`src/rtl/systolic_skew_feeder_pkg.sv`:
```
// Shared types and helpers for the systolic skew feeder.
package systolic_skew_feeder_pkg;

    // Default signed element width, matching the PE operand width
    localparam int unsigned DefDw = 8;

    typedef enum logic [1:0] {
        StIdle  = 2'd0,
        StLoad  = 2'd1,
        StIssue = 2'd2
    } state_e;

    // LSB position of lane `lane` inside a flat multi-lane vector
    function automatic int unsigned lane_lsb(input int unsigned lane, input int unsigned dw);
        return lane * dw;
    endfunction

endpackage

```
`src/rtl/feeder_tile_buf.sv`:
```
// K x N*DW register file holding one operand tile, one column per entry.
// One write port; one combinational read per lane, lane r reads buf[k][r].
module feeder_tile_buf
    import systolic_skew_feeder_pkg::*;
#(
    parameter int unsigned N  = 4,
    parameter int unsigned K  = 4,
    parameter int unsigned DW = DefDw,
    parameter int unsigned IW = 2
) (
    input  logic              i_clk,
    input  logic              i_wr_en,
    input  logic [IW-1:0]     i_wr_k,
    input  logic [N*DW-1:0]   i_wr_data,
    input  logic [N*IW-1:0]   i_rd_k,
    output logic [N*DW-1:0]   o_rd_data
);

    logic [N*DW-1:0] r_mem [K];

    // Column write; contents need no reset since every tile is fully reloaded
    always_ff @(posedge i_clk) begin
        if (i_wr_en) begin
            r_mem[i_wr_k] <= i_wr_data;
        end
    end

    // Per-lane read: each lane picks its own row element from its own column
    always_comb begin
        o_rd_data = '0;
        for (int r = 0; r < N; r++) begin
            o_rd_data[lane_lsb(r, DW) +: DW] =
                r_mem[i_rd_k[lane_lsb(r, IW) +: IW]][lane_lsb(r, DW) +: DW];
        end
    end

endmodule

```
`src/rtl/systolic_skew_feeder.sv`:
```
// Buffers one K-deep tile of A columns, then drives the array's left edge with
// the diagonal skew: row r sees A[r][k] at issue step k+r and zero otherwise.
module systolic_skew_feeder
    import systolic_skew_feeder_pkg::*;
#(
    parameter int unsigned N  = 4,
    parameter int unsigned K  = 4,
    parameter int unsigned DW = DefDw
) (
    input  logic              clk,
    input  logic              rst,
    input  logic              in_valid,
    output logic              in_ready,
    input  logic [N*DW-1:0]   in_col,
    output logic [N*DW-1:0]   out_a,
    output logic              out_valid,
    output logic              done,
    output logic              busy
);

    localparam int unsigned BW = $clog2(K) + 1;
    localparam int unsigned TW = $clog2(K + N) + 1;
    localparam int unsigned IW = (K > 1) ? $clog2(K) : 1;

    localparam logic [BW-1:0] BeatLast = BW'(K - 1);
    localparam logic [TW-1:0] StepLast = TW'(K + N - 2);

    state_e          r_state, w_state_next;
    logic [BW-1:0]   r_beat, w_beat_next;
    logic [TW-1:0]   r_t, w_t_next;
    logic [N*DW-1:0] r_out_a, w_out_a_next;
    logic            r_out_valid, w_out_valid_next;
    logic            r_done, w_done_next;

    logic            w_hs;
    logic [N-1:0]    w_lane_on;
    logic [N*IW-1:0] w_rd_k;
    logic [N*DW-1:0] w_rd_data;

    assign in_ready  = (r_state != StIssue);
    assign busy      = (r_state != StIdle);
    assign w_hs      = in_valid && in_ready;
    assign out_a     = r_out_a;
    assign out_valid = r_out_valid;
    assign done      = r_done;

    feeder_tile_buf #(
        .N  (N),
        .K  (K),
        .DW (DW),
        .IW (IW)
    ) u_tile_buf (
        .i_clk     (clk),
        .i_wr_en   (w_hs),
        .i_wr_k    (r_beat[IW-1:0]),
        .i_wr_data (in_col),
        .i_rd_k    (w_rd_k),
        .o_rd_data (w_rd_data)
    );

    // Skew decode: lane r is live while r <= t < K+r and then reads column t-r
    always_comb begin
        w_lane_on = '0;
        w_rd_k    = '0;
        for (int r = 0; r < N; r++) begin
            w_lane_on[r] = (r_t >= TW'(r)) && (r_t < TW'(K + r));
            if (w_lane_on[r]) begin
                w_rd_k[lane_lsb(r, IW) +: IW] = IW'(r_t - TW'(r));
            end
        end
    end

    // Next-state, counters and registered outputs; idle lanes always carry zero
    always_comb begin
        w_state_next     = r_state;
        w_beat_next      = r_beat;
        w_t_next         = r_t;
        w_out_a_next     = '0;
        w_out_valid_next = 1'b0;
        w_done_next      = 1'b0;
        unique case (r_state)
            StIdle, StLoad: begin
                if (w_hs) begin
                    if (r_beat == BeatLast) begin
                        w_state_next = StIssue;
                        w_beat_next  = '0;
                        w_t_next     = '0;
                    end else begin
                        w_state_next = StLoad;
                        w_beat_next  = r_beat + BW'(1);
                    end
                end
            end
            StIssue: begin
                for (int r = 0; r < N; r++) begin
                    if (w_lane_on[r]) begin
                        w_out_a_next[lane_lsb(r, DW) +: DW] = w_rd_data[lane_lsb(r, DW) +: DW];
                    end
                end
                w_out_valid_next = 1'b1;
                if (r_t == StepLast) begin
                    w_done_next  = 1'b1;
                    w_state_next = StIdle;
                    w_t_next     = '0;
                end else begin
                    w_t_next = r_t + TW'(1);
                end
            end
            default: begin
                w_state_next = StIdle;
                w_beat_next  = '0;
                w_t_next     = '0;
            end
        endcase
    end

    // State and output registers; reset aborts any tile in progress
    always_ff @(posedge clk) begin
        if (rst) begin
            r_state     <= StIdle;
            r_beat      <= '0;
            r_t         <= '0;
            r_out_a     <= '0;
            r_out_valid <= 1'b0;
            r_done      <= 1'b0;
        end else begin
            r_state     <= w_state_next;
            r_beat      <= w_beat_next;
            r_t         <= w_t_next;
            r_out_a     <= w_out_a_next;
            r_out_valid <= w_out_valid_next;
            r_done      <= w_done_next;
        end
    end

endmodule
```
`config.mk`:
```
export PLATFORM = sky130hd
export DESIGN_NAME = systolic_skew_feeder
export DESIGN_NICKNAME = d
export VERILOG_FILES = /design/src/rtl/systolic_skew_feeder_pkg.sv /design/src/rtl/feeder_tile_buf.sv /design/src/rtl/systolic_skew_feeder.sv
export SDC_FILE = /design/constraint.sdc
export NUM_CORES = 1
export LEC_CHECK = 0
export ABC_AREA = 1
export CELL_PAD_IN_SITES_DETAIL_PLACEMENT = 0
export CELL_PAD_IN_SITES_GLOBAL_PLACEMENT = 2
export CORE_MARGIN = 2
export CORE_UTILIZATION = 41
export DETAILED_ROUTE_END_ITERATION = 8
export PLACE_DENSITY_LB_ADDON = 0.15
export SYNTH_ARGS = -nofsm -noshare
export SYNTH_HDL_FRONTEND = slang
export SYNTH_SLANG_ARGS = --single-unit
```
`constraint.sdc`:
```
create_clock -name clk -period 6 [get_ports clk]
set_input_delay 1.2 -clock clk [delete_from_list [all_inputs] [get_ports clk]]
set_output_delay 1.2 -clock clk [all_outputs]
set_load 0.03 [all_outputs]
```
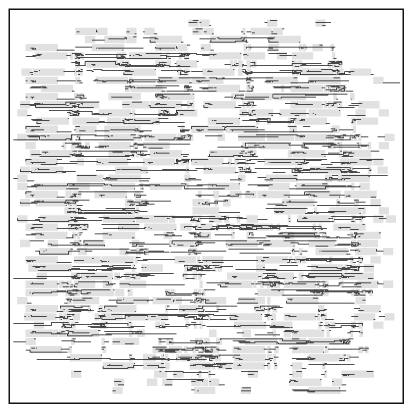
Fig. 1. The metal 1 layer (run 1).
Drawn at 3 px/µm. Cells faint in the background.
610 nets have wire on it. The layer holds 43% of the routed length. The wires run mostly horizontal.

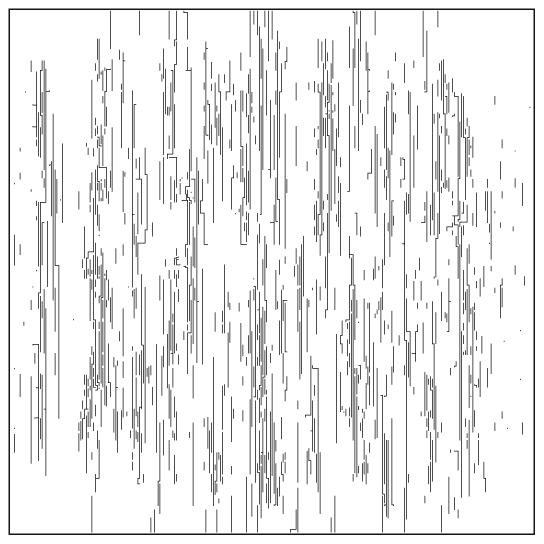
Fig. 2. M2 wires (run 1).
Drawn at 4 px/µm.
516 nets have wire on it. The layer carries 6750 µm of wire.
Vias: 4171
GR Util met2: 0.2831
DRT Wirelength: 13.18 mm

==> flow_summary.json, run 1 <==
{
  "numCtsBuffers": 17,
  "yosysChipArea_mm2": 0.006600,
  "finalInstanceArea_mm2": 0.008092,
  "core_mm2": 0.01583,
  "p_leak_nw": 3.071,
  "peakVddDrop_uv": 188.8,
  "grt_pass1_vias": 4029,
  "intPower_mw": 1.937,
  "cpPeakStageDelay_ps": 700,
  "cts-htree-levels": 4,
  "worstPathArrival_ps": 1820,
  "io_pins": 71,
  "worst_setup_path_start_kind": "flop",
  "tool_warnings": 31,
  "nMultiInputCombCells": 288,
  "setup_viol": 0,
  "crit_path_top_delay_cell": "clkdlybuf4s50_1",
  "fmax_mhz": 331.4,
  "grt_max_degree": 38,
  "required_ps": 4800,
  "preCtsSetupSlack_ps": 2665,
  "avgSynthCellArea_um2": 11.85,
  "cts-root-buf": "clkbuf_16",
  "combPwrFrac": 0.044,
  "num-nonclk-buffers": 75,
  "wl_per_cell_um": 15.25,
  "crit_path_end": "in_ready",
  "status": "completed",
  "rsz0062_at_grt": "no",
  "r2r_cells": 9,
  "dp_hpwl_mm": 8.107,
  "worstHoldEndpoint": "r_state[0]",
  "finalCriticalPeriod_ps": 3017,
  "regToRegSetupSlack_ps": 3550,
  "hold_path_depth": 2,
  "p_seq_mw": 1.32,
  "floorplan.core_util": 0.4170,
  "drv_slew": 0,
  "hold_buffers": 0,
  "hp-start": "r_state[0]",
  "die_width_um": 130.9,
  "placed_area_mm2": 0.007528,
  "cts.sinks": 171,
  "syn-cell-area_mm2": 0.006600,
  "yosys_warnings": 0,
  "reg2reg_from": "r_t[0]",
  "seq_cells": 171,
  "grt_pass1_wl_mm": 20.62,
  "dr.first_iter.drc_count": 236,
  "regArea_mm2": 0.004705,
  "finalPower_mw": 2.455,
  "taps": 216,
  "crit_start": "r_state[1]",
  "clk_share": 0.06958,
  "power.net_switching_mw": 0.5179,
  "r2r_end": "out_a[15]",
  "tns_ps": 0,
  "p_clk_mw": 1.02,
  "die_y_um": 130.9,
  "inverters": 82,
  "routed_via_density": 4.828,
  "clk_pin_slew_ps": 60,
  "ant_nets": 0,
  "hold_viol": 0,
  "layout-drive-gt1-share": 0.09414,
  "area_growth_pct": 22.60,
  "worst_pin_slew_ps": 792.5,
  "dr.pass1.iters": 4,
  "drv_cap": 0,
  "comb_area_share": 0.1863,
  "synthesis.nets": 599,
  "worstHoldPathType": "reg2reg",
  "gr-total-overflow": 0
}
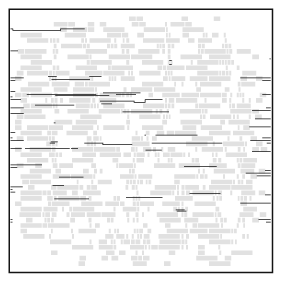
Fig. 3. The metal 3 layer (run 1).
Drawn at 2 px/µm. Cells faint in the background.
The layer carries 647 µm of wire. The layer holds 4.9% of the routed length. The longest straight run is 35.0 µm. The wires run mostly horizontal. 60 nets have wire on it.

-- run 1: logic make-up after synthesis --
logic type                 Yosys count  share of synthesized area
adders and majority gates            7                    0.01327
AOI/OAI and AO/OA                   85                    0.06957
and+or+nand+nor                    196                     0.1441
buffers and inverters               98                    0.06028
DFF                                171                     0.7128
-- run 1: synthesized netlist by cell type (all sizes together) --
library cell  number  area share
nor2              45       0.029
o2111ai            8       0.011
inv               81       0.046
o221ai             1      0.0013
nand3             39       0.032
clkinv             1     0.00057
or2                8      0.0076
a21oi             48       0.036
nand4              9      0.0085
nand2             78       0.047
dfxtp             43        0.13
nor3               1     0.00076
nand3b            16       0.018
o21ai             28       0.021
ha                 7       0.013
edfxtp           128        0.58
buf               14       0.013
clkbuf             2      0.0011
-- run 1: placed cells by master, fill, tap and decap left out, types with 16 or more instances in the layout --
cell             count
edfxtp_1           128
inv_1               78
nand2_1             74
clkdlybuf4s50_1     70
a21oi_1             48
dfxtp_1             43
nor2_1              37
nand3_1             37
o21ai_0             28
clkbuf_16           17
nand3b_1            16
-- run 1: layer usage --
layer,GRT usage,wire length [µm]
met1,0.1990,5668
met2,0.2831,6754
met3,0.04072,647
met4,0.06008,107
met5,0,0
-- run 1: metrics by stage --
stage	hold WS (ps)	instances
2_1_floorplan	475.5	557
3_3_place_gp	496.5	832
3_5_place_dp	493.1	832
4_1_cts	503.8	864
5_1_grt	527.1	864
6_report	505.1	864
-- run 1: state kept, by name (all words and copies together) (netlist names) --
signal / flops
r_beat: 3
done: 1
out_valid: 1
u_tile_buf.r_mem: 128
out_a: 32
r_t: 4
r_state: 2
-- run 1: critical path, delay by kind of cell (launching register included) --
kind,cells,cell delay (ps)
buffers and inverters,3,1010
DFF,1,300
and+or+nand+nor,1,100
Fig. 4: run 1, congestion heat map
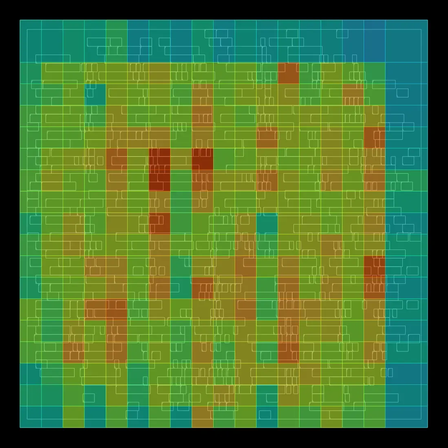

==> run 2: changes to the inputs <==
--- a/config.mk
+++ b/config.mk
@@ -9,7 +9,7 @@
 export CELL_PAD_IN_SITES_DETAIL_PLACEMENT = 0
 export CELL_PAD_IN_SITES_GLOBAL_PLACEMENT = 2
 export CORE_MARGIN = 2
-export CORE_UTILIZATION = 41
+export CORE_UTILIZATION = 34
 export DETAILED_ROUTE_END_ITERATION = 8
 export PLACE_DENSITY_LB_ADDON = 0.15
 export SYNTH_ARGS = -nofsm -noshare
==> constraint.sdc (replaced) <==
create_clock -name clk -period 2.59 [get_ports clk]
set_input_delay 0.518 -clock clk [delete_from_list [all_inputs] [get_ports clk]]
set_output_delay 0.518 -clock clk [all_outputs]
set_load 0.03 [all_outputs]
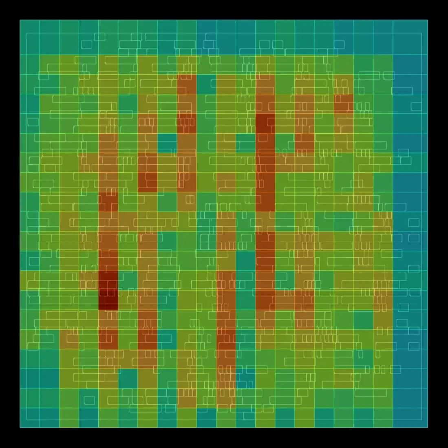
Fig. 5. Congestion heat map (run 2).
all-layer global routing usage: 0.1392
met3 usage: 0.02966
routing usage on met1: 0.1897
GR Util met2: 0.2203

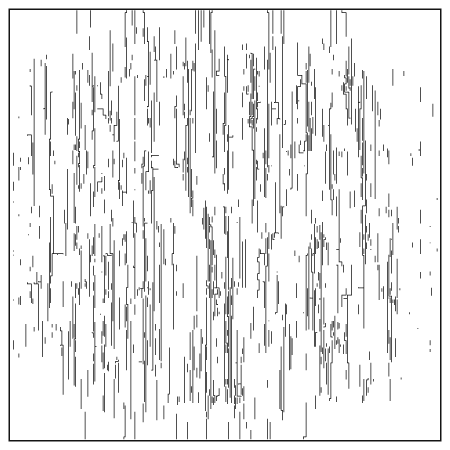
Fig. 6. M2 wires (run 2).
Drawn at 3 px/µm.
The longest straight run is 56.1 µm. 489 nets have wire on it. The layer carries 6350 µm of wire. The layer holds 47% of the routed length. The wires run mostly vertical.

==> flow_summary.json, run 2 <==
{
  "power.net_switching_mw": 1.244,
  "crit_path_top_delay_cell": "clkdlybuf4s50_1",
  "yosysTopAreaCell": "edfxtp_1",
  "hp-start": "r_state[0]",
  "io_pins": 71,
  "status": "completed",
  "setup_viol": 0,
  "cpPeakStageDelay_ps": 690,
  "required_ps": 2070,
  "layout_top_cell": "edfxtp_1",
  "antenna_found_initial": 0,
  "avgSynthCellArea_um2": 11.85,
  "worstPathArrival_ps": 1810,
  "drv_slew": 0,
  "grt_pass1_vias": 3988,
  "cts-root-buf": "clkbuf_16",
  "wirelength_mm": 13.65,
  "placed_area_mm2": 0.007691,
  "path_delay_family": "buffers and inverters",
  "layout-drive-gt1-share": 0.09801,
  "cp.buffers_inverters": 3,
  "synthArstFlopShare": 0,
  "dr.first_iter.drc_count": 229,
  "tool_warnings": 32,
  "syn-cell-area_mm2": 0.006600,
  "dp_hpwl_mm": 8.372,
  "grt_pass1_wl_mm": 21.40,
  "worst_setup_path_start_kind": "flop",
  "top_register": "u_tile_buf.r_mem",
  "area_growth_pct": 25.27,
  "yosys_warnings": 0,
  "hold_buffers": 0,
  "worst_pin_slew_ps": 762.5,
  "top_cell_area_share": 0.5824,
  "ys_top_cells_by_count": "edfxtp_1, inv_1, nand2_1, a21oi_1, dfxtp_1",
  "fin_hold_ws_ps": 513.6,
  "die_width_um": 143.3,
  "reg2reg_from": "r_t[1]",
  "hold_viol": 0,
  "remaining_drc_errors": 0,
  "ff_type": "edfxtp_1",
  "die_y_um": 143.3,
  "combPwrFrac": 0.046,
  "fmax_mhz": 429.8,
  "yosysChipArea_mm2": 0.006600,
  "intPower_mw": 4.572,
  "grt_max_degree": 37,
  "layout_top_cells": "edfxtp_1, inv_1, nand2_1, clkdlybuf4s50_1, a21oi_1",
  "core_mm2": 0.01889,
  "gr-total-overflow": 0,
  "floorplan.core_util": 0.3493,
  "synthesis.nets": 599,
  "cts-htree-levels": 4,
  "wl_per_cell_um": 14.95,
  "routed_via_density": 4.468,
  "rsz0062_at_grt": "no",
  "ant_nets": 0,
  "topCellsByArea": "edfxtp_1, dfxtp_1, inv_1",
  "clk_pin_slew_ps": 60,
  "finalInstanceArea_mm2": 0.008268,
  "largest_reg_flops": 128,
  "vias": 4079
}
run 2: through the flow:
step,std cells,setup slack [ps],TNS (ps),util,power (mW)
after floorplan,557,-131.2,-16800,-,3.246
after global placement,881,554.3,0,0.4071,3.386
after detailed placement,881,531.2,0,0.4071,3.393
after CTS,913,242.2,0,0.4376,5.878
after global routing,913,171.2,0,0.4376,6.026
final,913,263.6,0,0.4376,5.817
run 2: layout make-up:
cell class / instances / area, µm² / share of cell area
Clock buffer: 18 / 429.2 / 0.05191
Inverter: 82 / 307.8 / 0.03723
Timing Repair Buffer: 80 / 825.8 / 0.09988
Tap cell: 260 / 325.3 / 0.03935
Clock inverter: 14 / 147.6 / 0.01786
Multi-Input combinational cell: 288 / 1528 / 0.1848
Sequential cell: 171 / 4705 / 0.5690
run 2: power by group through the flow:
stage / Clock (mW) / Sequential, mW / Combinational [mW]
final: 2.49 / 3.06 / 0.267
after global routing: 2.66 / 3.07 / 0.302
after CTS: 2.54 / 3.06 / 0.274
after detailed placement: 0 / 3.12 / 0.273
after global placement: 0 / 3.12 / 0.268
after floorplan: 0 / 3.12 / 0.125
run 2: kinds of logic after synthesis:
logic type / Yosys count / share of synthesized area
compound gates: 85 / 0.06957
simple gates: 196 / 0.1441
flops: 171 / 0.7128
fa+ha+maj: 7 / 0.01327
buf+inv: 98 / 0.06028
run 2: final timing paths:
kind         slack (ps)  cells after the start          to
max                 260                      4    in_ready
min reg2reg         510                      2  r_state[0]
max reg2reg         660                      8   out_a[27]
min                 510                      2  r_state[0]
run 2: layer usage:
layer  vias to the layer above  GRT usage  wire (µm)
li1                       2069          -          -
met1                      1922     0.1897       6583
met2                        74     0.2203       6353
met3                        14    0.02966        508
met4                         0    0.05108        200
met5                         -          0          0
==> run 3: changes to the inputs <==
--- a/config.mk
+++ b/config.mk
@@ -6,6 +6,7 @@
 export NUM_CORES = 1
 export LEC_CHECK = 0
 export ABC_AREA = 1
+export ABC_CLOCK_PERIOD_IN_PS = 2590
 export CELL_PAD_IN_SITES_DETAIL_PLACEMENT = 0
 export CELL_PAD_IN_SITES_GLOBAL_PLACEMENT = 2
 export CORE_MARGIN = 2
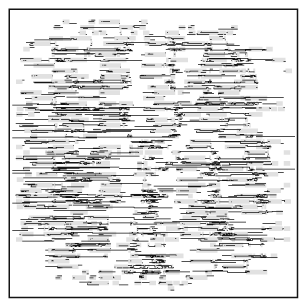
Fig. 7. The metal 1 layer (run 3).
Drawn at 2 px/µm. Cells faint in the background.
The layer holds 48% of the routed length. The longest straight run is 44.7 µm. The layer carries 6580 µm of wire. 614 nets have wire on it.
DRT Wirelength: 13.65 mm
Vias: 4079

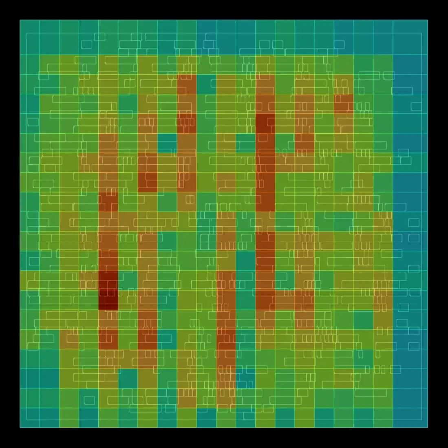
Fig. 8. Congestion heat map (run 3).
wire per inst: 14.95 µm
grt peak-use layer: met2
final core utilization: 0.4376

==> flow_summary.json, run 3 <==
{
  "remaining_drc_errors": 0,
  "routed_via_density": 4.468,
  "yosysChipArea_mm2": 0.006600,
  "synthesis.nets": 599,
  "yosys_warnings": 0,
  "met1_usage": 0.1897,
  "floorplan.core_util": 0.3493,
  "cp.buffers_inverters": 3,
  "setup_viol": 0,
  "combPwrFrac": 0.046,
  "use_met2": 0.2203,
  "cts-htree-levels": 4,
  "ff_type": "edfxtp_1",
  "intPower_mw": 4.572,
  "r2r_cells": 8,
  "grt_pass1_wl_mm": 21.40,
  "layout-drive-gt1-share": 0.09801,
  "top_cell_area_share": 0.5824,
  "wl_met3_um": 508,
  "regToRegSetupSlack_ps": 660,
  "avgSynthCellArea_um2": 11.85,
  "status": "completed",
  "reg2reg_from": "r_t[1]",
  "highest-signal-layer": "met4",
  "top_register": "u_tile_buf.r_mem",
  "grt_pass1_vias": 3988,
  "ant_nets": 0,
  "worstPathArrival_ps": 1810,
  "wl_met1_mm": 6.583,
  "dr.first_iter.drc_count": 229,
  "rsz0062_at_grt": "no",
  "required_ps": 2070,
  "ys_top_cells_by_count": "edfxtp_1, inv_1, nand2_1, a21oi_1, dfxtp_1",
  "core_mm2": 0.01889,
  "path_delay_family": "buffers and inverters",
  "io_pins": 71,
  "finalInstanceArea_mm2": 0.008268,
  "die_width_um": 143.3,
  "topCellsByArea": "edfxtp_1, dfxtp_1, inv_1",
  "hold_viol": 0,
  "tool_warnings": 32,
  "gr-total-overflow": 0,
  "cpPeakStageDelay_ps": 690,
  "largest_reg_flops": 128,
  "fin_hold_ws_ps": 513.6,
  "finalPower_mw": 5.817,
  "placed_area_mm2": 0.007691,
  "worstHoldEndpoint": "r_state[0]",
  "crit_path_top_delay_cell": "clkdlybuf4s50_1",
  "cts-root-buf": "clkbuf_16",
  "wl_met2_mm": 6.353,
  "clk_pin_slew_ps": 60
}
==> run 3: cell counts in the layout (fill, tap and decap cells not counted) <==
No cell type changed its count.
==> run 3: layout make-up <==
type                    instances  area [µm²]  area share
clock inverters                14       147.6     0.01786
inverters                      82       307.8     0.03723
multi-input cells             288        1528      0.1848
well taps                     260       325.3     0.03935
repair buffers                 80       825.8     0.09988
flip-flops and latches        171        4705      0.5690
clock buffers                  18       429.2     0.05191
==> run 3: through the flow <==
step                cells  setup TNS, ps  worst slack [ps]
global route          913              0             171.2
finish                913              0             263.6
floorplan             557         -16800            -131.2
CTS                   913              0             242.2
global placement      881              0             554.3
detailed placement    881              0             531.2
==> run 3: how the worst max path moves through the flow <==
stage | slack [ps] | startpoint | to | depth (start not counted)
CTS | 240 | r_state[1] | in_ready | 4
finish | 260 | r_state[1] | in_ready | 4
detailed placement | 530 | in_valid | u_tile_buf.r_mem[2][11] | 4
global route | 170 | r_state[1] | in_ready | 4
floorplan | -130 | r_state[1] | u_tile_buf.r_mem[0][0] | 5
global placement | 550 | in_valid | u_tile_buf.r_mem[2][11] | 4
==> run 3: power by group through the flow <==
stage                     sequential (mW)  clock, mW  combinational [mW]
final                                3.06       2.49               0.267
after CTS                            3.06       2.54               0.274
after detailed placement             3.12          0               0.273
after global placement               3.12          0               0.268
after global routing                 3.07       2.66               0.302
after floorplan                      3.12          0               0.125
==> run 3: logic make-up after synthesis <==
| kind of cell | Yosys count | synth area share |
|---|---|---|
| simple gates | 196 | 0.1441 |
| compound gates | 85 | 0.06957 |
| fa+ha+maj | 7 | 0.01327 |
| flops | 171 | 0.7128 |
| buf+inv | 98 | 0.06028 |
Power and IR drop assume default switching activity.
